===== config.mk =====
export PLATFORM = sky130hd
export DESIGN_NAME = sweep_controller
export DESIGN_NICKNAME = d
export VERILOG_FILES = /design/src/rtl/sweep_controller.sv
export SDC_FILE = /design/constraint.sdc
export NUM_CORES = 1
export LEC_CHECK = 0
export ABC_AREA = 1
export CAP_MARGIN = 20
export CORE_AREA = 3 3 154 156
export DETAILED_ROUTE_END_ITERATION = 16
export DIE_AREA = 0 0 157 159
export GPL_TIMING_DRIVEN = 0
export PLACE_DENSITY = 0.76
export SLEW_MARGIN = 0
export SYNTH_ARGS = -nofsm -noshare
export SYNTH_HDL_FRONTEND = slang
export SYNTH_SLANG_ARGS = --single-unit

===== constraint.sdc =====
create_clock -name clk -period 8.4 [get_ports clk]
set_input_delay 1.68 -clock clk [delete_from_list [all_inputs] [get_ports clk]]
set_output_delay 1.68 -clock clk [all_outputs]
set_load 0.02 [all_outputs]

===== src/rtl/sweep_controller.sv =====
// Sweep controller: steps the live output frequency once per millisecond tick
// through sawtooth-up, sawtooth-down or triangle sweeps between a latched low
// bound (base frequency) and high bound (base + range, clamped to FREQ_MAX).
// In mode 00 the output simply follows the base frequency.
module sweep_controller #(
    parameter int CLK_HZ   = 100_000_000,
    parameter int FREQ_MAX = 999_999
) (
    input  logic        clk,
    input  logic        rst_n,
    input  logic [1:0]  sweep_mode,
    input  logic [19:0] base_freq,
    input  logic [16:0] sweep_range,
    input  logic [12:0] sweep_speed,
    input  logic        hold,
    input  logic        restart,
    output logic [19:0] freq_cur,
    output logic        freq_upd,
    output logic        sweeping,
    output logic        dir_down,
    output logic        wrap
);

    localparam int          TICK_DIV  = CLK_HZ / 1000;
    localparam int          CNT_W     = (TICK_DIV > 1) ? $clog2(TICK_DIV) : 1;
    localparam logic [CNT_W-1:0] TICK_LAST = CNT_W'(TICK_DIV - 1);
    localparam logic [20:0] FMAX_W    = 21'(FREQ_MAX);

    localparam logic [1:0] MODE_OFF  = 2'b00;
    localparam logic [1:0] MODE_UP   = 2'b01;
    localparam logic [1:0] MODE_DOWN = 2'b10;

    typedef enum logic [1:0] {
        IDLE     = 2'd0,
        INIT     = 2'd1,
        RUN_UP   = 2'd2,
        RUN_DOWN = 2'd3
    } state_t;

    state_t           state_q;
    logic [CNT_W-1:0] cnt_q;
    logic [19:0]      lo_q;
    logic [19:0]      hi_q;
    logic [12:0]      spd_q;
    logic [1:0]       mode_q;
    logic [19:0]      freq_q;
    logic             freq_upd_q;
    logic             sweeping_q;
    logic             dir_down_q;
    logic             wrap_q;

    logic [20:0] hi_sum_d;
    logic [19:0] hi_d;
    logic [20:0] up_sum_d;
    logic [20:0] dn_floor_d;
    logic        tick_d;
    logic        step_ok_d;
    logic        mode_chg_d;

    // Next-bound and step arithmetic, all one bit wider so nothing wraps.
    always_comb begin
        hi_sum_d   = {1'b0, base_freq} + 21'(sweep_range);
        hi_d       = (hi_sum_d > FMAX_W) ? FMAX_W[19:0] : hi_sum_d[19:0];
        up_sum_d   = {1'b0, freq_q} + 21'(spd_q);
        dn_floor_d = {1'b0, lo_q} + 21'(spd_q);
        tick_d     = (cnt_q == TICK_LAST) && !hold;
        // A zero step or a zero-width window leaves the output parked at lo.
        step_ok_d  = (spd_q != 13'd0) && (hi_q != lo_q);
        mode_chg_d = (sweep_mode != mode_q);
    end

    // Sweep FSM with tick counter, latched bounds and registered outputs.
    // NOTE: every register here is assigned with <= so all of them sample the
    // pre-edge values of each other; a blocking '=' would create ordering races.
    always_ff @(posedge clk or negedge rst_n) begin
        if (!rst_n) begin
            state_q    <= IDLE;
            cnt_q      <= '0;
            lo_q       <= '0;
            hi_q       <= '0;
            spd_q      <= '0;
            mode_q     <= MODE_OFF;
            freq_q     <= '0;
            freq_upd_q <= 1'b0;
            sweeping_q <= 1'b0;
            dir_down_q <= 1'b0;
            wrap_q     <= 1'b0;
        end else begin
            freq_upd_q <= 1'b0;
            wrap_q     <= 1'b0;
            if (sweep_mode == MODE_OFF && state_q != IDLE) begin
                state_q    <= IDLE;
                cnt_q      <= '0;
                sweeping_q <= 1'b0;
                dir_down_q <= 1'b0;
            end else begin
                case (state_q)
                    IDLE: begin
                        if (sweep_mode != MODE_OFF) begin
                            state_q <= INIT;
                        end else begin
                            freq_q     <= base_freq;
                            freq_upd_q <= (base_freq != freq_q);
                        end
                    end
                    INIT: begin
                        lo_q       <= base_freq;
                        hi_q       <= hi_d;
                        spd_q      <= sweep_speed;
                        mode_q     <= sweep_mode;
                        cnt_q      <= '0;
                        sweeping_q <= 1'b1;
                        if (sweep_mode == MODE_DOWN) begin
                            state_q    <= RUN_DOWN;
                            dir_down_q <= 1'b1;
                            freq_q     <= hi_d;
                            freq_upd_q <= (hi_d != freq_q);
                        end else begin
                            state_q    <= RUN_UP;
                            dir_down_q <= 1'b0;
                            freq_q     <= base_freq;
                            freq_upd_q <= (base_freq != freq_q);
                        end
                    end
                    RUN_UP: begin
                        if (restart || mode_chg_d) begin
                            state_q    <= INIT;
                            sweeping_q <= 1'b0;
                        end else if (!hold) begin
                            cnt_q <= (cnt_q == TICK_LAST) ? '0 : cnt_q + 1'b1;
                            if (tick_d && step_ok_d) begin
                                if (up_sum_d <= {1'b0, hi_q}) begin
                                    freq_q     <= up_sum_d[19:0];
                                    freq_upd_q <= 1'b1;
                                end else if (mode_q == MODE_UP) begin
                                    // Sawtooth wrap: restart at lo with fresh config.
                                    lo_q       <= base_freq;
                                    hi_q       <= hi_d;
                                    spd_q      <= sweep_speed;
                                    freq_q     <= base_freq;
                                    freq_upd_q <= (base_freq != freq_q);
                                    wrap_q     <= 1'b1;
                                end else begin
                                    // Triangle turnaround at the top; no wrap pulse here.
                                    state_q    <= RUN_DOWN;
                                    dir_down_q <= 1'b1;
                                    freq_q     <= hi_q;
                                    freq_upd_q <= (hi_q != freq_q);
                                end
                            end
                        end
                    end
                    RUN_DOWN: begin
                        if (restart || mode_chg_d) begin
                            state_q    <= INIT;
                            sweeping_q <= 1'b0;
                        end else if (!hold) begin
                            cnt_q <= (cnt_q == TICK_LAST) ? '0 : cnt_q + 1'b1;
                            if (tick_d && step_ok_d) begin
                                lo_q  <= lo_q;
                                if ({1'b0, freq_q} >= dn_floor_d) begin
                                    freq_q     <= freq_q - 20'(spd_q);
                                    freq_upd_q <= 1'b1;
                                end else if (mode_q == MODE_DOWN) begin
                                    // Sawtooth wrap: jump back to the fresh hi.
                                    lo_q       <= base_freq;
                                    hi_q       <= hi_d;
                                    spd_q      <= sweep_speed;
                                    freq_q     <= hi_d;
                                    freq_upd_q <= (hi_d != freq_q);
                                    wrap_q     <= 1'b1;
                                end else begin
                                    // Triangle turnaround at the bottom.
                                    state_q    <= RUN_UP;
                                    dir_down_q <= 1'b0;
                                    lo_q       <= base_freq;
                                    hi_q       <= hi_d;
                                    spd_q      <= sweep_speed;
                                    freq_q     <= base_freq;
                                    freq_upd_q <= (base_freq != freq_q);
                                    wrap_q     <= 1'b1;
                                end
                            end
                        end
                    end
                    default: state_q <= IDLE;
                endcase
            end
        end
    end

    assign freq_cur = freq_q;
    assign freq_upd = freq_upd_q;
    assign sweeping = sweeping_q;
    assign dir_down = dir_down_q;
    assign wrap     = wrap_q;

endmodule


==> results.toml, run 1 <==
# synthesis and place-and-route metrics
[yosys]
synth.avg_cell_area_um2 = 6.507
post_synth_instance_area_mm2 = 0.01123
synth_warnings = 0
postSynthRegisterBits = 98
mux_area_share_pct = 0
logic_family = "simple AND/OR/NAND/NOR gates"
synthTopCellsByArea = "dfrtp_1, nand2_1, ha_1, inv_1, xor2_1"
ys_async_sr_fraction_pct = 100.0
yosysTopAreaCell = "dfrtp_1"
yosys.cell_types.count = 62

[route]
wirelength_per_cell_um = 20.33
highest_routed_layer = "met4"
drt_pass1_iterations = 7

[critical_path]
timing_worst_setup_path_type = "flop to flop"
cp_slowest_stage_delay_ns = 0.46
crit_fanout = 10
reg2regPathDepth = 30
timing.critical_path.max_delay_family = "simple AND/OR/NAND/NOR gates"
worst-endpoint-arrival_ns = 6.03
cp-start-kind = "flop"

[global_route]
antenna_violations_before_repair = 0
vias_in_the_first_global_route = 11400
grt_first_pass_wirelength_um = 65140

[final_timing]
setup_total_negative_slack_ns = 0
final-max-slew-violation-count = 0
timing.fmax_ghz = 0.1734
rsz0062_at_grt = "false"
total_setup_violations_reported_at_the_end_of_the_flow = 0

[floorplanning]
die_w_um = 157

[clock_tree]
cts_tree = "built"
cts_setup_buffers = 0

[power_and_ir_drop]
p_leak_nw = 6.353

[outcome]
run_status = "complete, no violations"

[final_layout]
finalInstanceArea_mm2 = 0.01270

[place]
placed_area_mm2 = 0.01239

[job]
max-cap-violations = 0
==> run 1: power breakdown <==
group	leakage (nW)	switching, W	internal (W)
registers	1.21	0.000336	0.000673
clock network	0.145	0.000218	0.000237
logic	5.00	0.00309	0.00163
total	6.35	0.00365	0.00254
==> run 1: cells in the mapped netlist, types with 11 or more instances <==
master,n
inv_2,21
nand2_1,469
xnor2_1,28
a21oi_1,95
clkbuf_1,16
nor3_1,32
ha_1,99
xor2_1,56
nor2_1,126
o211ai_1,32
buf_2,14
nand2_2,12
nand4_1,54
o22ai_1,11
o21ai_1,34
dfrtp_1,98
o21ai_0,80
buf_6,11
nand3_2,12
nand3_1,97
inv_1,228
==> run 1: cells by family after synthesis <==
logic type | Yosys count
fa+ha+maj | 103
simple gates | 842
compound gates | 298
buf+inv | 301
flops | 98
xor+xnor | 84
==> run 1: layout make-up <==
| cell class | count | area [um2] |
|---|---|---|
| clock inverter | 7 | 82.58 |
| multi-input combinational | 1327 | 7518 |
| tap | 285 | 356.6 |
| clock buffer | 9 | 225.2 |
| fill | 2231 | 9802 |
| inverter | 256 | 972.2 |
| buffer | 45 | 287.8 |
| timing repair buffer | 79 | 805.8 |
| sequential | 98 | 2452 |
==> run 1: layer usage <==
layer	global-route usage [%]	vias to the layer above
li1	-	5865
met1	45.36	5621
met2	52.77	630
met3	6.034	114
met4	15.80	0
met5	0	-
==> run 1: stage by stage <==
stage | hold slack (ns) | setup slack (ns) | total power, W
floorplan | 0.4645 | 4.316 | 0.004082
global placement | 0.4739 | 1.693 | 0.005472
detailed placement | 0.4645 | 2.855 | 0.005567
CTS | 0.4967 | 2.836 | 0.006057
global route | 0.5453 | 2.405 | 0.006680
finish | 0.4960 | 2.633 | 0.006184
Run 1, clock wiring as the flow saved it:
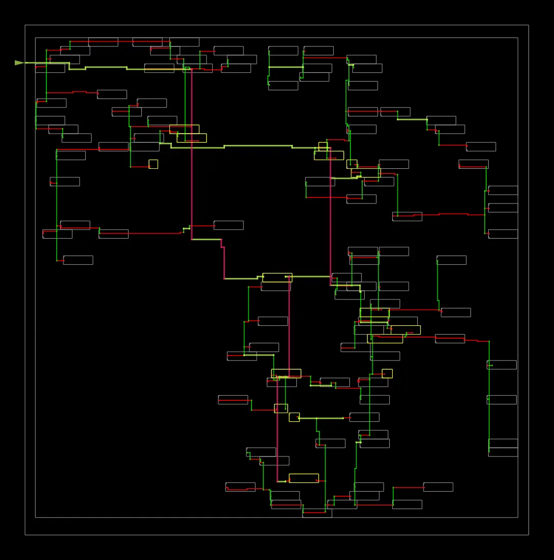
clock buf count: 9
skew final: 0.01126 ns
insertion delay to the later sink of the worst-skew pair: 0.37 ns
clk pwr: 0.000455 W

Run 1, layout detail:
Region (14, 94) to (64, 144) um. Cells in gray, sequential cells in the stronger gray; small squares are vias.
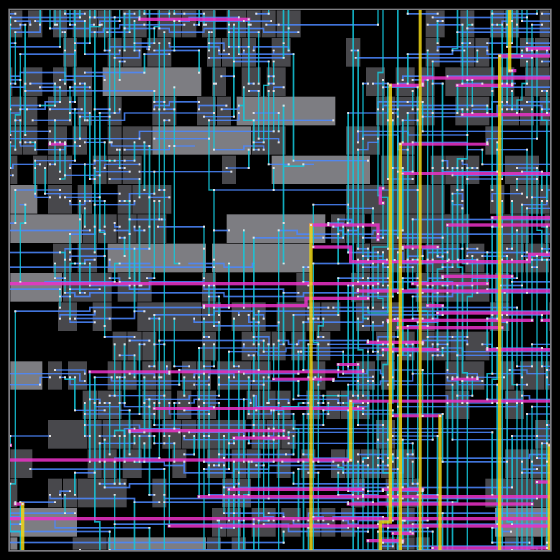
[metal 3] magenta
[metal 1] blue
[metal 2] cyan
[metal 4] yellow
cells with their middle in the window: 238
netlist names of flops here include: cnt_q (7), state_q (2)
sequential cells in the window: 11
most frequent: nand2_1 (61), nor2_1 (32), inv_1 (30)

Run 1, floorplan with the power grid:
Pins as bars on the die edge.
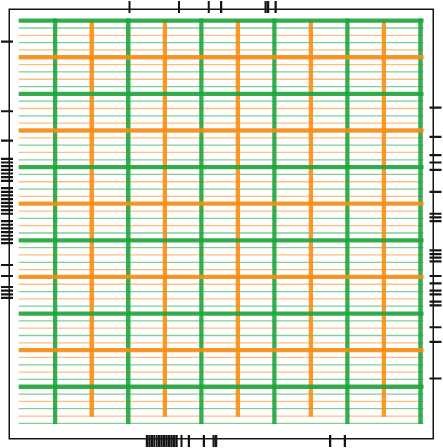
[VDD] orange
[VSS] green
met4 straps: 11
signal pins: 80
height of the die: 159 um
core area: 0.02250 mm2
Peak supply drop: 0.1724 mV

Run 1, register map, names as in the netlist:
Other sequential cells in the stronger gray, the rest of the logic in the fainter gray.
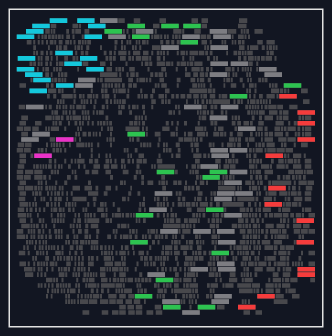

==> inputs of run 2 (changes only) <==
==> constraint.sdc (replaced) <==
create_clock -name clk -period 5.85 [get_ports clk]
set_input_delay 1.17 -clock clk [delete_from_list [all_inputs] [get_ports clk]]
set_output_delay 1.17 -clock clk [all_outputs]
set_load 0.02 [all_outputs]
Run 2, register map, names as in the netlist:
Other sequential cells in the stronger gray, the rest of the logic in the fainter gray.
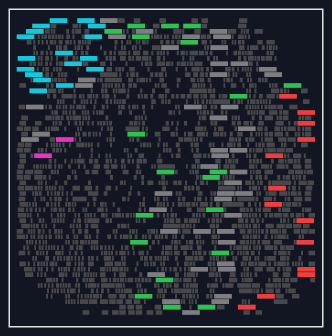
[mode_q] magenta | flops: 2
[cnt_q] cyan | flops: 17 | where: upper left
[spd_q] red | flops: 13
[freq_cur] green | flops: 20

==> run 2 against run 1 <==
Against the previous run: clock power rose by 43%; critical path type unchanged; critical path depth is the same; first-iteration DRC count is 0.33% lower; critical endpoint unchanged; register-to-register slack lost 2.4 ns; clock skew rose by 0.00060 ns; utilization about the same; synthesized cell count did not move; largest power group unchanged; wire length down 0.11%; count of clock-buffer cells in the layout did not move.
==> results.toml, run 2 <==
# synthesis and place-and-route metrics
[power_and_ir_drop]
sw_frac_of_total_pct = 59.01
power.sequential.fraction_pct = 16.3
power.total_w = 0.008886
power_report.internal_total_w = 0.003642
power.net_switching_w = 0.005243
clkPwrFrac_pct = 7.3
p_leak_nw = 6.354
power.combinational.fraction_pct = 76.3

[yosys]
post_synth_instance_area_mm2 = 0.01123
postSynthRegisterBits = 98
ys_async_sr_fraction_pct = 100.0
synthTopCellsByArea = "dfrtp_1, nand2_1, ha_1, inv_1, xor2_1"
synth_top_cell_by_count = "nand2_1"
synth_warnings = 0
synth.avg_cell_area_um2 = 6.507

[final_layout]
mi_logic_area_mm2 = 0.007523
number_of_inserted_filler_cells_in_the_final_layout = 2228
lay_top_count = "nand2_1"

[route]
drt_pass1_iterations = 7
wirelength_per_cell_um = 20.31

[final_timing]
setup_total_negative_slack_ns = 0
whs_ns = 0.4960
rsz0062_at_grt = "false"
final-max-slew-violation-count = 0
timing.fmax_ghz = 0.1783
total_setup_violations_reported_at_the_end_of_the_flow = 0
timing.clock.skew_ns = 0.01186
final_critical_path_setup_slack_ns = 0.2418

[critical_path]
worst-endpoint-arrival_ns = 5.87
timing.critical_path.max_delay_family = "simple AND/OR/NAND/NOR gates"
timing.critical_path.slowest_stage_cell = "dfrtp_1"
cp_slowest_stage_delay_ns = 0.46
cp-start-kind = "flop"
crit_fanout = 10
timing_worst_setup_path_type = "flop to flop"

[clock_tree]
cts_setup_buffers = 0
cts_tree = "built"
insertion_delay_ns = 0.37
htreeDepth = 3

[outcome]
run_status = "complete, no violations"

[global_route]
vias_in_the_first_global_route = 11400
grt_first_pass_wirelength_um = 65140
antenna_violations_before_repair = 0

[place]
pre_cts_slack_ns = 0.3053
placed_area_mm2 = 0.01239

[floorplanning]
core_area_mm2 = 0.02250
Run 2, floorplan with the power grid:
Pins as bars on the die edge.
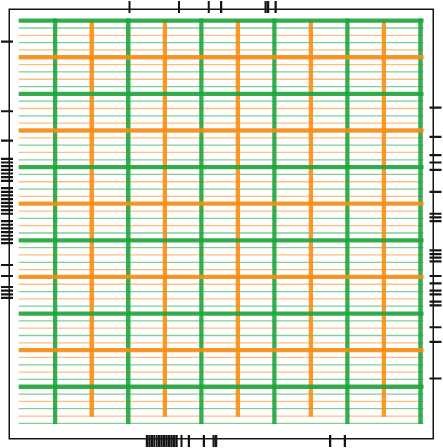
[VSS] green
[VDD] orange
met5 straps: 11
met1 rails: 56
Peak supply drop: 0.2495 mV
Die W: 157 um

run 2: power groups by stage:
stage | sequential (W) | combinational (W) | clock, W
3_3_place_gp | 0.00143 | 0.00643 | 0
4_1_cts | 0.00143 | 0.00661 | 0.000658
6_report | 0.00145 | 0.00678 | 0.000652
5_1_grt | 0.00148 | 0.00743 | 0.000681
3_5_place_dp | 0.00144 | 0.00655 | 0
2_1_floorplan | 0.00136 | 0.00450 | 0
run 2: worst paths after layout:
kind	start	to	slack, ns	depth (start not counted)
max	lo_q[1]	freq_cur[15]	0.24	30
min	sweeping	sweeping	0.50	2
max reg2reg	lo_q[1]	freq_cur[15]	0.24	30
min reg2reg	sweeping	sweeping	0.50	2
max in group asynchronous	rst_n	cnt_q[14]	4.33	2
min in group asynchronous	rst_n	spd_q[2]	0.80	1
run 2: kinds of logic after synthesis:
family / synth area share (%)
AND-OR/OR-AND: 15.37
XOR/XNOR: 6.551
adder cells (fa/ha/maj): 11.74
buffers and inverters: 11.22
flip-flops: 21.84
AND/OR/NAND/NOR: 33.28
run 2: worst min-delay path: cells and delay by family, from the launching register on:
| kind | cells | cell delay [ns] |
|---|---|---|
| flops | 1 | 0.36 |
| simple gates | 2 | 0.11 |
run 2: metal layers:
| layer | global-route usage, % | up-vias | share of wire (%) |
|---|---|---|---|
| met5 | 0 | - | 0 |
| met2 | 52.77 | 627 | 44 |
| li1 | - | 5864 | - |
| met1 | 45.36 | 5634 | 41 |
| met4 | 15.80 | 0 | 5.1 |
| met3 | 6.034 | 117 | 9.3 |
run 2: layout make-up:
cell class              count  area share, %
inverters                 256          7.651
clock buffers               9          1.773
well taps                 285          2.807
repair buffers             79          6.342
clock inverters             7         0.6499
multi-input cells        1327          59.21
flip-flops and latches     98          19.30
plain buffers              45          2.265
Run 2, gate families picked out:
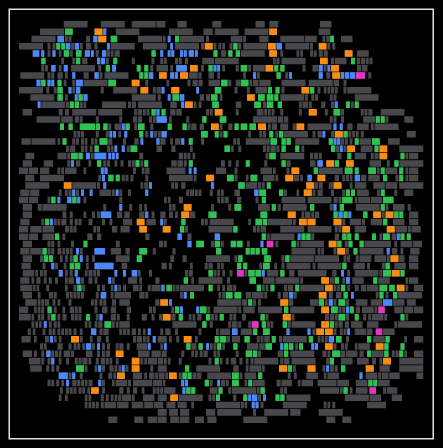

==> inputs of run 3 (changes only) <==
==> constraint.sdc (replaced) <==
create_clock -name clk -period 6.6 [get_ports clk]
set_input_delay 1.32 -clock clk [delete_from_list [all_inputs] [get_ports clk]]
set_output_delay 1.32 -clock clk [all_outputs]
set_load 0.02 [all_outputs]
Run 3, gate families picked out:
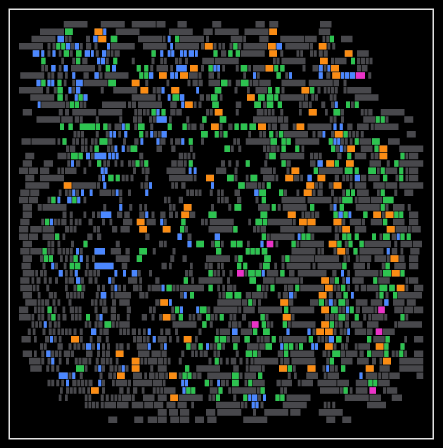
[non-inverting ao/oa cells] magenta | cells: 7 | most used: a21o_1
[xor and xnor cells] orange | cells: 84 | most used: xor2_1
[nor cells] blue | cells: 183 | most used: nor2_1 | where: all over the die
[aoi and oai cells] green | cells: 291 | most used: a21oi_1 | where: all over the die

Run 3, layout detail:
Region (14, 94) to (64, 144) um. Cells in gray, sequential cells in the stronger gray; small squares are vias.
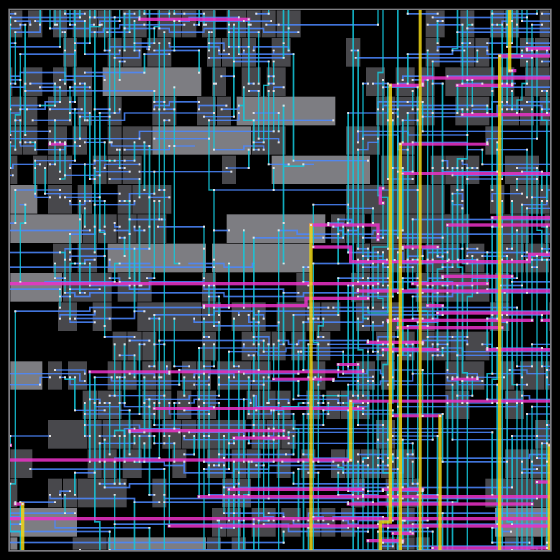
[metal 1] blue
[metal 2] cyan
[metal 3] magenta
[metal 4] yellow
cells with their middle in the window: 238
most frequent: nand2_1 (61), nor2_1 (32), inv_1 (30)
netlist names of flops here include: cnt_q (7), state_q (2)
sequential cells in the window: 11

==> run 3 against run 2 <==
Against the previous run: power down 11%; sequential cell count unchanged; clock power down 11%; register-to-register slack better by 0.59 ns; synthesized area unchanged; sequential power down about 10%; largest cell class unchanged.
==> results.toml, run 3 <==
# synthesis and place-and-route metrics
[power_and_ir_drop]
power.combinational.fraction_pct = 76.3
power.clock.total_w = 0.000579
sequentialPower_w = 0.00128
power_top_consumer = "combinational cells"
power_report.internal_total_w = 0.003228
vdd.ir_drop.worst_mv = 0.2194
power.sequential.fraction_pct = 16.3
clkPwrFrac_pct = 7.4

[yosys]
ys_async_sr_fraction_pct = 100.0
post_synth_instance_area_mm2 = 0.01123
yosys.cell_types.count = 62
synth_top_cell_by_count = "nand2_1"
synthTopCellsByArea = "dfrtp_1, nand2_1, ha_1, inv_1, xor2_1"
synth.avg_cell_area_um2 = 6.507
postSynthRegisterBits = 98

[global_route]
antenna_violations_before_repair = 0
grt_first_pass_wirelength_um = 65140
vias_in_the_first_global_route = 11400

[final_timing]
timing.fmax_ghz = 0.1734

[final_layout]
finalInstanceArea_mm2 = 0.01270

[hold_path]
timing.hold.worst_path_depth = 2

[route]
drt_pass1_iterations = 7

[clock_tree]
insertion_delay_ns = 0.37
htreeDepth = 3

[place]
pre_cts_slack_ns = 1.055
placed_area_mm2 = 0.01239

[critical_path]
timing.critical_path.slowest_stage_cell = "dfrtp_1"
worst-endpoint-arrival_ns = 6.03
cp-start-kind = "flop"
crit_fanout = 10

[outcome]
run_status = "complete, no violations"

[floorplanning]
height_of_the_die_um = 159
==> run 3: metal layers <==
| metal | up-vias | GRT usage (%) | routed length [um] |
|---|---|---|---|
| li1 | 5865 | - | - |
| met4 | 0 | 15.80 | 2218 |
| met2 | 630 | 52.77 | 19000 |
| met3 | 114 | 6.034 | 3885 |
| met5 | - | 0 | 0 |
| met1 | 5621 | 45.36 | 17710 |
==> run 3: layout make-up <==
class | instances | area [um2]
Buffer | 45 | 287.8
Clock buffer | 9 | 225.2
Clock inverter | 7 | 82.58
Fill cell | 2231 | 9802
Inverter | 256 | 972.2
Multi-Input combinational cell | 1327 | 7518
Sequential cell | 98 | 2452
Tap cell | 285 | 356.6
Timing Repair Buffer | 79 | 805.8
==> run 3: kinds of logic after synthesis <==
family | after synthesis | share of synthesized area (%)
adder cells (fa/ha/maj) | 103 | 11.74
buffers and inverters | 301 | 11.22
AND/OR/NAND/NOR | 842 | 33.28
AND-OR/OR-AND | 298 | 15.37
XOR/XNOR | 84 | 6.551
flip-flops | 98 | 21.84
==> run 3: critical path, delay by kind of cell, from the launching register on <==
family	cells	cell delay, ns
flops	1	0.46
fa+ha+maj	2	0.70
buf+inv	2	0.38
simple gates	16	2.24
compound gates	10	1.85
==> run 3: worst paths after layout <==
kind	start	end	slack, ns
hold reg to reg	sweeping	sweeping	0.50
setup / recovery	lo_q[1]	freq_cur[15]	0.83
min in group asynchronous	rst_n	spd_q[2]	0.95
max in group asynchronous	rst_n	cnt_q[11]	4.93
setup reg to reg	lo_q[1]	freq_cur[15]	0.83
hold / removal	sweeping	sweeping	0.50
Power is estimated from default activity; no workload was simulated.
